$ cat src/rtl/instr_loader.sv
// -----------------------------------------------------------------------------
// instr_loader
//   Writer side of the instruction path. Instruction fields arriving on a
//   valid/ready stream are packed into 8-bit words {op, operand}, buffered in
//   a small FIFO and written one per cycle into instruction memory, starting
//   at address 0. The CPU is held while a program is being loaded and is
//   released once the last word has landed in memory.
//
// Parameters
//   ADDR_W      instruction memory address width; capacity MAX = 2**ADDR_W
//   FIFO_DEPTH  input buffer entries (power of two, >= 2)
//
// Ports
//   clk, rst_n         clock (rising edge), synchronous active-low reset
//   start              begin a load session (honoured in IDLE or DONE only)
//   in_valid/in_ready  input stream handshake
//   in_op, in_operand  instruction fields; in_last marks the final word
//   imem_we/addr/wdata registered instruction memory write port
//   cpu_hold           1 keeps the CPU from fetching/executing
//   busy, done         session status (LOAD/DRAIN, DONE)
//   count              words written in the current session
//   err_overflow       sticky: program ran past MAX words without in_last
// -----------------------------------------------------------------------------
module instr_loader #(
  parameter int ADDR_W     = 8,
  parameter int FIFO_DEPTH = 4
) (
  input  logic              clk,
  input  logic              rst_n,
  input  logic              start,
  input  logic              in_valid,
  output logic              in_ready,
  input  logic [2:0]        in_op,
  input  logic [4:0]        in_operand,
  input  logic              in_last,
  output logic              imem_we,
  output logic [ADDR_W-1:0] imem_addr,
  output logic [7:0]        imem_wdata,
  output logic              cpu_hold,
  output logic              busy,
  output logic              done,
  output logic [ADDR_W:0]   count,
  output logic              err_overflow
);

  localparam int PTR_W = (FIFO_DEPTH > 1) ? $clog2(FIFO_DEPTH) : 1;
  localparam int CNT_W = ADDR_W + 1;
  localparam logic [CNT_W-1:0] MAX_WORDS = {1'b1, {ADDR_W{1'b0}}};
  localparam logic [PTR_W:0]   FIFO_FULL = (PTR_W + 1)'(FIFO_DEPTH);

  typedef enum logic [1:0] {
    ST_IDLE  = 2'd0,
    ST_LOAD  = 2'd1,
    ST_DRAIN = 2'd2,
    ST_DONE  = 2'd3
  } state_e;

  state_e              state_q, state_d;
  logic [7:0]          fifo_mem_q [FIFO_DEPTH];
  logic [PTR_W-1:0]    wr_ptr_q, wr_ptr_d;
  logic [PTR_W-1:0]    rd_ptr_q, rd_ptr_d;
  logic [PTR_W:0]      occ_q, occ_d;
  logic [CNT_W-1:0]    acc_q, acc_d;
  logic [CNT_W-1:0]    count_q, count_d;
  logic                err_q, err_d;
  logic                imem_we_q, imem_we_d;
  logic [ADDR_W-1:0]   imem_addr_q, imem_addr_d;
  logic [7:0]          imem_wdata_q, imem_wdata_d;
  logic                cpu_hold_q, cpu_hold_d;
  logic                busy_q, busy_d;
  logic                done_q, done_d;

  logic                fifo_empty;
  logic                fifo_full;
  logic                ready_w;
  logic                push;
  logic                pop;
  logic [7:0]          push_word;

  // Handshake is a function of registered state only, so in_ready never
  // depends combinationally on in_valid.
  assign fifo_empty = (occ_q == '0);
  assign fifo_full  = (occ_q == FIFO_FULL);
  assign ready_w    = (state_q == ST_LOAD) && !fifo_full && (acc_q < MAX_WORDS);
  assign push       = in_valid && ready_w;
  assign pop        = ((state_q == ST_LOAD) || (state_q == ST_DRAIN)) && !fifo_empty;
  assign push_word  = {in_op, in_operand};

  always_comb begin
    state_d      = state_q;
    wr_ptr_d     = wr_ptr_q;
    rd_ptr_d     = rd_ptr_q;
    occ_d        = occ_q;
    acc_d        = acc_q;
    count_d      = count_q;
    err_d        = err_q;
    imem_we_d    = 1'b0;
    imem_addr_d  = imem_addr_q;
    imem_wdata_d = imem_wdata_q;

    if (push) begin
      wr_ptr_d = wr_ptr_q + PTR_W'(1);
      acc_d    = acc_q + CNT_W'(1);
    end

    // Pop stage: the head word becomes the registered memory write next cycle.
    // count doubles as the write address because the address never wraps.
    if (pop) begin
      rd_ptr_d     = rd_ptr_q + PTR_W'(1);
      imem_we_d    = 1'b1;
      imem_addr_d  = count_q[ADDR_W-1:0];
      imem_wdata_d = fifo_mem_q[rd_ptr_q];
      count_d      = count_q + CNT_W'(1);
    end

    unique case ({push, pop})
      2'b10:   occ_d = occ_q + (PTR_W + 1)'(1);
      2'b01:   occ_d = occ_q - (PTR_W + 1)'(1);
      default: occ_d = occ_q;
    endcase

    unique case (state_q)
      ST_IDLE, ST_DONE: begin
        if (start) begin
          state_d = ST_LOAD;
          acc_d   = '0;
          count_d = '0;
          err_d   = 1'b0;
        end
      end
      ST_LOAD: begin
        if (push && in_last) begin
          state_d = ST_DRAIN;
        end else if (push && (acc_q == MAX_WORDS - CNT_W'(1))) begin
          // Capacity reached without a terminating word.
          state_d = ST_DRAIN;
          err_d   = 1'b1;
        end
      end
      ST_DRAIN: begin
        // Wait for the buffer to empty and the final write cycle to retire.
        if (fifo_empty && !imem_we_q) begin
          state_d = ST_DONE;
        end
      end
      default: state_d = ST_IDLE;
    endcase

    // Status outputs are registered from the next state.
    cpu_hold_d = (state_d != ST_DONE);
    busy_d     = (state_d == ST_LOAD) || (state_d == ST_DRAIN);
    done_d     = (state_d == ST_DONE);
  end

  always_ff @(posedge clk) begin
    if (!rst_n) begin
      state_q      <= ST_IDLE;
      wr_ptr_q     <= '0;
      rd_ptr_q     <= '0;
      occ_q        <= '0;
      acc_q        <= '0;
      count_q      <= '0;
      err_q        <= 1'b0;
      imem_we_q    <= 1'b0;
      imem_addr_q  <= '0;
      imem_wdata_q <= '0;
      cpu_hold_q   <= 1'b1;
      busy_q       <= 1'b0;
      done_q       <= 1'b0;
    end else begin
      state_q      <= state_d;
      wr_ptr_q     <= wr_ptr_d;
      rd_ptr_q     <= rd_ptr_d;
      occ_q        <= occ_d;
      acc_q        <= acc_d;
      count_q      <= count_d;
      err_q        <= err_d;
      imem_we_q    <= imem_we_d;
      imem_addr_q  <= imem_addr_d;
      imem_wdata_q <= imem_wdata_d;
      cpu_hold_q   <= cpu_hold_d;
      busy_q       <= busy_d;
      done_q       <= done_d;
    end
  end

  // Buffer storage carries no reset; validity is tracked by the pointers.
  always_ff @(posedge clk) begin
    if (push) begin
      fifo_mem_q[wr_ptr_q] <= push_word;
    end
  end

  assign in_ready     = ready_w;
  assign imem_we      = imem_we_q;
  assign imem_addr    = imem_addr_q;
  assign imem_wdata   = imem_wdata_q;
  assign cpu_hold     = cpu_hold_q;
  assign busy         = busy_q;
  assign done         = done_q;
  assign count        = count_q;
  assign err_overflow = err_q;

endmodule

$ cat config.mk
export PLATFORM = sky130hd
export DESIGN_NAME = instr_loader
export DESIGN_NICKNAME = d
export VERILOG_FILES = /design/src/rtl/instr_loader.sv
export SDC_FILE = /design/constraint.sdc
export NUM_CORES = 1
export LEC_CHECK = 0
export ABC_AREA = 1
export CAP_MARGIN = 20
export CORE_MARGIN = 5
export CORE_UTILIZATION = 40
export CTS_BUF_LIST = sky130_fd_sc_hd__clkbuf_8
export DETAILED_ROUTE_END_ITERATION = 10
export REMOVE_ABC_BUFFERS = 1
export SLEW_MARGIN = 20
export SYNTH_ARGS = -nofsm -noshare
export SYNTH_HDL_FRONTEND = slang
export SYNTH_SLANG_ARGS = --single-unit
$ cat constraint.sdc
create_clock -name clk -period 2.6 [get_ports clk]
set_input_delay 0.52 -clock clk [delete_from_list [all_inputs] [get_ports clk]]
set_output_delay 0.52 -clock clk [all_outputs]
set_load 0.02 [all_outputs]
### PDN straps and rails

The bar under the picture is 20 um long. Pins as bars on the die edge.
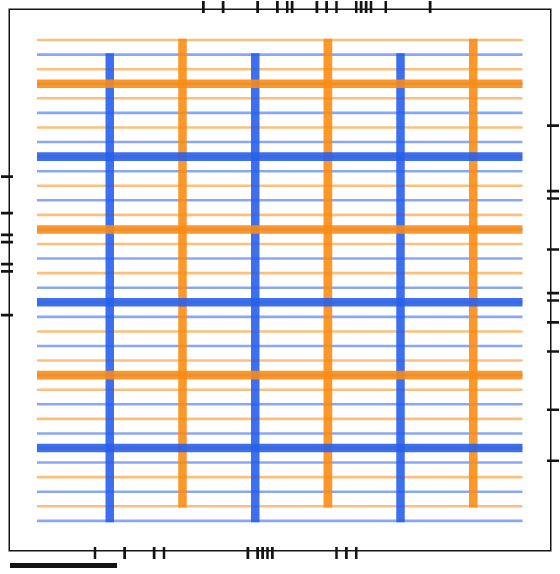
VDD: in orange. VSS: in blue.
44 signal pins sit on the boundary. 6 straps on met4. 6 straps on met5.
Std-Cell Core Area: 8130 um2
VDD IR max: 0.394 mV

==> flow_summary.yaml <==
# generated from flow reports
status:
  run_status: "finished clean"
route:
  wl_met3_um: 291
  avgRoutedWirePerCell_um: 12.8
  wl_met1_mm: 3.12
  vias_per_cell: 4.70
final_timing:
  finClkSkew_ps: 7.53
  rsz0062_at_grt: "false"
critical_path:
  timing.critical_path.arrival_ps: 1800
  path_class: "reg2out"
  crit_family: "buffers and inverters"
  startpoint_types: "flip-flop"
  critical_path.endpoint_type: "output pin"
floorplan:
  n_tap_cell: 105
  die_height_um: 101
  die_area_um2: 10200
  fp-utilization_pct: 40.5
  ios: 44
finish:
  numSequentialCells: 80
  final_net_count: 436
  regArea_um2: 1920
  fillerInstances: 750
  comb_area_share_pct: 28.4
  sh_seq_area_pct: 46.5
placed_design:
  gp_congestion: 0.785
  post-dp-hpwl_mm: 4.55
  preCtsSetupSlack_ps: 327
  buffer_ports.inserted: 43
global_route:
  global_route_usage_sum_pct: 14.0
  wire_length_of_the_first_global_routing_pass_mm: 11.1
logic_synthesis:
  postSynthAreaPerCell_um2: 9.24
  syn-cell-area_um2: 3300
  syn_inst: 357
  synth-warning-count: 0
  most_common_cell: "nor2_1"
clocking:
  clock_pin_slew_on_the_worst_setup_and_hold_paths_ps: 80
  cts_made_buffers: 9
  root_buffer: "clkbuf_8"
  clock-sinks: 80
power_and_ir_drop:
  power_switching_mw: 1.26
  cellLeakagePower_nw: 1.54
  dominant_power_group: "sequential cells"
  power.total_mw: 3.88
  power.sequential.total_mw: 1.59
### Cells colored by class

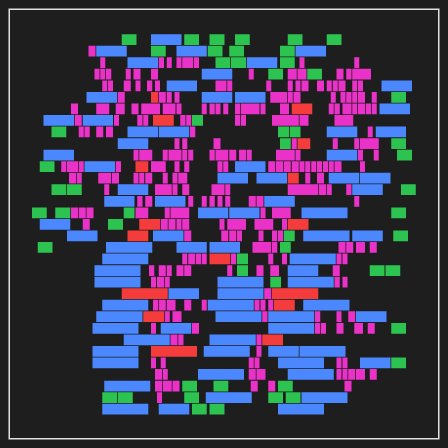
clock drivers and dummy loads: in red, cells 16, share of their area 6.1%. combinational and other logic: in magenta, cells 267, share of their area 33%. sequential cells: in blue, cells 80, share of their area 48%. remaining buffers and delay cells: in green, cells 53, share of their area 13%.

-- worst reg2reg max path, delay by kind of cell (launching register included) --
| kind | cells | cell delay (ps) |
|---|---|---|
| adders and majority gates | 3 | 830 |
| AOI/OAI and AO/OA | 4 | 450 |
| DFF | 1 | 350 |
| buffers and inverters | 4 | 350 |
| and+or+nand+nor | 1 | 80 |
-- layer usage --
metal,GRT usage [%],vias up
met3,2.42,9
met5,0,-
met1,18.7,1104
met2,22.4,47
li1,-,1290
met4,6.22,0
-- kinds of logic (layout without fill, tap and decap cells) --
kind of cell             after synthesis  in the layout  synth area share (%)
XOR/XNOR                               7              7                  1.86
buffers and inverters                 51            110                  6.11
AND/OR/NAND/NOR                      133            133                  17.1
adder cells (fa/ha/maj)               12             12                  4.78
AND-OR/OR-AND                         74             74                  11.8
flip-flops                            80             80                  58.3
